Fig. 1: met1 routing
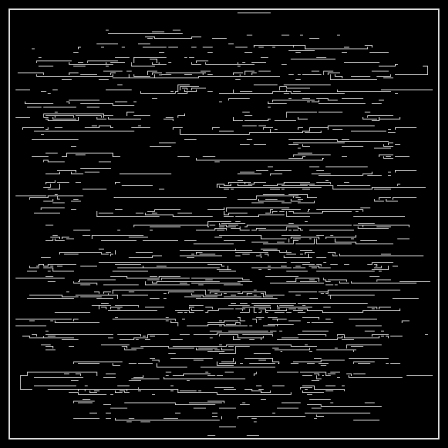
Fig. 2: the metal 2 layer
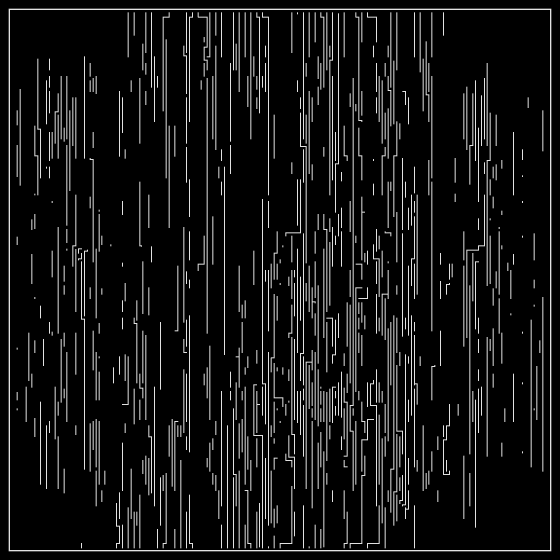
Fig. 3: metal 3
The bar under the picture is 20 um long.
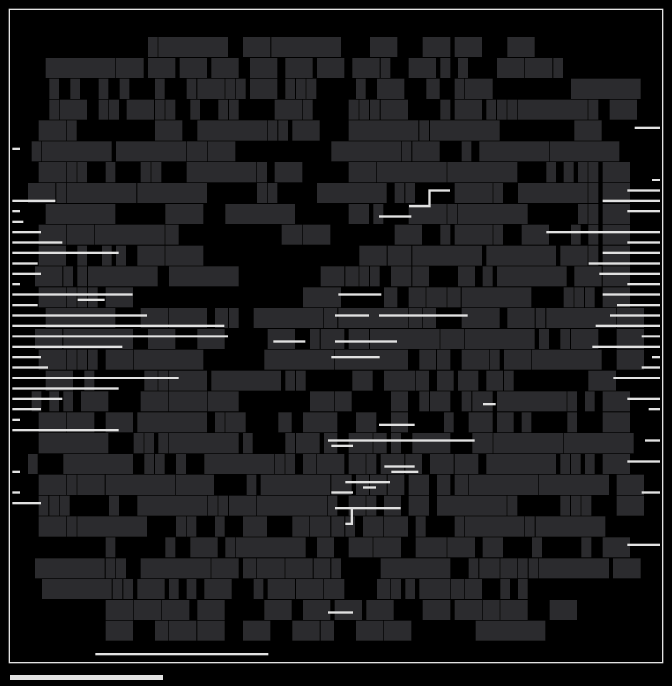
<file path="src/rtl/fetch_unit.sv">
// fetch_unit: single-issue instruction fetch stage.
// Drives an instruction ROM from the program counter and captures one word per
// cycle into an instruction register, with a valid/ready handshake to decode.
// A taken branch/jump (redirect) flushes the held instruction and reloads the pc.
// Optional feature macro: FETCH_BOUNDS_CHECK_EN
//   defined   -> a fetch outside [RESET_PC, ROM_LAST] latches a sticky fault
//                and the unit stops until reset.
//   undefined -> fault is tied low and any 16-bit address is fetched.
module fetch_unit #(
    parameter logic [15:0] RESET_PC = 16'h8000,
    parameter logic [15:0] ROM_LAST = 16'h8FFF
) (
    input  logic        clk,
    input  logic        rst_n,
    input  logic        enable,
    output logic [15:0] rom_addr,
    output logic        rom_oe,
    input  logic [31:0] rom_data,
    output logic [31:0] instr,
    output logic [15:0] instr_pc,
    output logic        instr_valid,
    input  logic        instr_ready,
    input  logic        redirect,
    input  logic [15:0] redirect_pc,
    output logic        fault
);

    typedef enum logic [1:0] {
        IDLE  = 2'd0,
        RUN   = 2'd1,
        FAULT = 2'd2
    } state_t;

    state_t      state_reg;
    state_t      state_next;

    logic [15:0] pc_reg;
    logic [31:0] instr_reg;
    logic [15:0] instr_pc_reg;
    logic        valid_reg;

    // A fetch is wanted when running, allowed, not being flushed, and the
    // instruction register is empty or is being drained this cycle.
    logic        fetch_ok;
    logic        out_of_range;
    logic        load;
    logic        fault_hit;

    assign fetch_ok = (state_reg == RUN) & enable & ~redirect
                    & (~valid_reg | instr_ready);

`ifdef FETCH_BOUNDS_CHECK_EN
    assign out_of_range = (pc_reg < RESET_PC) | (pc_reg > ROM_LAST);
`else
    assign out_of_range = 1'b0;
`endif

    // An out-of-range fetch never reaches the ROM; it becomes a fault instead.
    assign load      = fetch_ok & ~out_of_range;
    assign fault_hit = fetch_ok &  out_of_range;

    // ROM interface is purely combinational from the current pc.
    assign rom_addr    = pc_reg;
    assign rom_oe      = load;

    assign instr       = instr_reg;
    assign instr_pc    = instr_pc_reg;
    assign instr_valid = valid_reg;

`ifdef FETCH_BOUNDS_CHECK_EN
    // FAULT is only left through reset, so the state itself is the sticky flag.
    assign fault = (state_reg == FAULT);
`else
    assign fault = 1'b0;
`endif

    // State register; reset parks the unit in IDLE.
    always_ff @(posedge clk or negedge rst_n) begin
        if (!rst_n) begin
            state_reg <= IDLE;
        end else begin
            state_reg <= state_next;
        end
    end

    // Next-state logic: one idle cycle after reset, then run until a fault.
    always_comb begin
        state_next = state_reg;
        case (state_reg)
            IDLE:    state_next = RUN;
            RUN:     if (fault_hit) state_next = FAULT;
            FAULT:   state_next = FAULT;
            default: state_next = IDLE;
        endcase
    end

    // Fetch datapath: redirect beats fault/load/handshake; a stalled
    // instruction (valid and not ready) falls through every branch and holds.
    always_ff @(posedge clk or negedge rst_n) begin
        if (!rst_n) begin
            pc_reg       <= RESET_PC;
            instr_reg    <= 32'h0;
            instr_pc_reg <= 16'h0;
            valid_reg    <= 1'b0;
        end else if ((state_reg == RUN) && redirect) begin
            pc_reg    <= redirect_pc;
            valid_reg <= 1'b0;
        end else if (fault_hit) begin
            valid_reg <= 1'b0;
        end else if (load) begin
            instr_reg    <= rom_data;
            instr_pc_reg <= pc_reg;
            valid_reg    <= 1'b1;
            pc_reg       <= pc_reg + 16'd1;
        end else if (instr_ready) begin
            valid_reg <= 1'b0;
        end
    end

endmodule

</file>
<file path="config.mk">
export PLATFORM = sky130hd
export DESIGN_NAME = fetch_unit
export DESIGN_NICKNAME = d
export VERILOG_FILES = /design/src/rtl/fetch_unit.sv
export SDC_FILE = /design/constraint.sdc
export NUM_CORES = 1
export LEC_CHECK = 0
export CORE_MARGIN = 2
export CORE_UTILIZATION = 44
export CTS_BUF_LIST = sky130_fd_sc_hd__clkbuf_8
export DETAILED_ROUTE_END_ITERATION = 6
export GPL_TIMING_DRIVEN = 1
export PLACE_DENSITY = 0.81
export SETUP_SLACK_MARGIN = 0.3
export SLEW_MARGIN = 20
export SYNTH_ARGS = -nofsm -noshare
export SYNTH_HDL_FRONTEND = slang
export SYNTH_SLANG_ARGS = --single-unit
</file>
<file path="constraint.sdc">
create_clock -name clk -period 2.7 [get_ports clk]
set_clock_uncertainty 0.15 [all_clocks]
set_input_delay 0.27 -clock clk [delete_from_list [all_inputs] [get_ports clk]]
set_output_delay 0.27 -clock clk [all_outputs]
set_load 0.02 [all_outputs]
</file>
==> results.cfg <==
; physical design summary
[status]
status = complete, no violations

[finish]
fin_nets = 500
insertedDiodeCount = 0
design_area_mm2 = 0.004362
fin_util_pct = 68.69
syn_to_final_growth_pct = 50.78
flop_area_mm2 = 0.001678
logic_area_mm2 = 0.001126

[cts]
root_buffer = clkbuf_8
clock-sinks = 67
clk_latency_ns = 0.32
post_cts_buffers = 0

[synth]
synth_nets = 376
postSynthRegisterBits = 67
flop_cell = dfrtp_1
synth.avg_cell_area_um2 = 8.984
syn-cell-area_mm2 = 0.002893
ys.warnings.count = 0
synth-edff-count = 0

[power]
p_leak_nw = 2.030
power_mw = 2.803

[die]
die_area_mm2 = 0.007239
num_rows = 29
fp.dieH_um = 85.09
core_area_mm2 = 0.006350

[global_routing]
grt_pass1_vias = 2759
grt_usage_pct = 22.17
grt_max_degree = 58

[setup_path]
start_kind = flop
endpoint = rom_addr[15]$_DFFE_PN1P_
critPathLaunch = state_reg[1]$_DFFE_PN0P_
required_ns = 2.81
endpoint_kind = flop

[final_timing]
fin_tns_setup_ns = 0
finalHoldViolations = 0
period_used_pct = 86.71
finalWorstSetupSlack_ns = 0.3589
rsz0062_at_grt = yes

[placed_design]
dp.cells = 511
port_buffers = 118

[route]
dr.pass1.iters = 4
ant_nets = 0
## Picture notes: Fig. 1
longest straight run	37.3 um
wire length on this layer	3310 um

## Picture notes: Fig. 2
longest straight run	51.5 um
wire length on this layer	3890 um
main direction	vertical
nets with wire on the layer	417
via count: 2688
final wirelength: 7767 um
M2 GR Usage: 37.07%

## Picture notes: Fig. 3
wire length on this layer	475 um
main direction	horizontal
share of all routed wire	6.1%
nets with wire on the layer	66

==> cell usage after synthesis (2+ instances only) <==
library cell	count	share of area, %
a211oi_1	2	0.52
o21ai_0	8	1.4
nand4_1	3	0.65
dfrtp_1	66	57
o211ai_1	2	0.52
nand2b_1	2	0.43
buf_2	6	1.0
a21oi_1	2	0.35
o22ai_1	2	0.43
nand3_1	7	1.2
xor2_1	2	0.61
o32ai_1	2	0.61
nor2_1	8	1.0
and3_1	2	0.43
o31ai_1	4	1.0
inv_1	6	0.78
nand2_1	149	19
or4_1	4	1.0
nor4_1	3	0.65
and2_1	2	0.43
nor3_1	4	0.69
a311oi_1	2	0.61
nor3b_1	2	0.52
clkbuf_1	8	1.0
or2_2	2	0.43
a31oi_1	4	0.86
==> cell type report <==
cell class,instances,area share [%]
clock inverters,3,0.3155
flip-flops and latches,67,38.47
multi-input cells,234,25.82
inverters,6,0.5164
repair buffers,128,28.89
clock buffers,12,3.787
well taps,77,2.209
==> cell usage in the layout (no fill, tap or decap), types with 2 or more instances in the layout <==
master | synthesis | final
a211oi_1 | 2 | 2
a21oi_1 | 2 | 2
a311oi_1 | 2 | 2
a31oi_1 | 4 | 4
and2_1 | 2 | 2
and3_1 | 2 | 2
buf_4 | 1 | 6
buf_6 | 0 | 3
clkbuf_8 | 0 | 12
clkdlybuf4s50_1 | 0 | 116
clkinv_2 | 0 | 2
dfrtp_1 | 66 | 66
inv_1 | 6 | 7
nand2_1 | 149 | 149
nand2b_1 | 2 | 2
nand3_1 | 7 | 7
nand4_1 | 3 | 3
nor2_1 | 8 | 8
nor3_1 | 4 | 4
nor3b_1 | 2 | 2
nor4_1 | 3 | 3
o211ai_1 | 2 | 2
o21ai_0 | 8 | 8
o22ai_1 | 2 | 2
o31ai_1 | 4 | 4
o32ai_1 | 2 | 2
or2_2 | 2 | 2
or4_1 | 4 | 3
or4_2 | 1 | 2
xor2_1 | 2 | 2
==> timing repair <==
item | CTS | global route
hold endpoints to repair | 21 | 0
hold buffers | 1 | 0
pin swaps | 0 | 0
setup endpoints to repair | 2 | 26
gates resized | 2 | 4
==> cell families after synthesis <==
family | Yosys count | synth area share, %
other | 1 | 0.1296
XOR/XNOR | 3 | 0.9085
adder cells (fa/ha/maj) | 1 | 0.4325
flip-flops | 67 | 58.00
AND/OR/NAND/NOR | 196 | 29.59
buffers and inverters | 21 | 3.114
AND-OR/OR-AND | 33 | 7.829
==> metal layers <==
layer	part of all wire, %	up-vias	wire length, um	track usage (%)
li1	-	1313	-	-
met1	43	1278	3310	28.06
met2	50	88	3890	37.07
met4	1.2	0	90	7.792
met5	0	-	0	0
met3	6.1	9	475	5.642
==> report_power, final <==
group	internal, mW	switching (mW)	total (mW)
logic	0.391	0.405	0.796
registers	1.15	0.112	1.26
clock network	0.398	0.352	0.750
total	1.93	0.869	2.80
==> critical path: stages, from the launching register on <==
cell and delay [ns]:
dfrtp_1 0.39, nand2b_1 0.19, or4_2 0.65, buf_6 0.25
or4_1 0.55, nand3_1 0.09
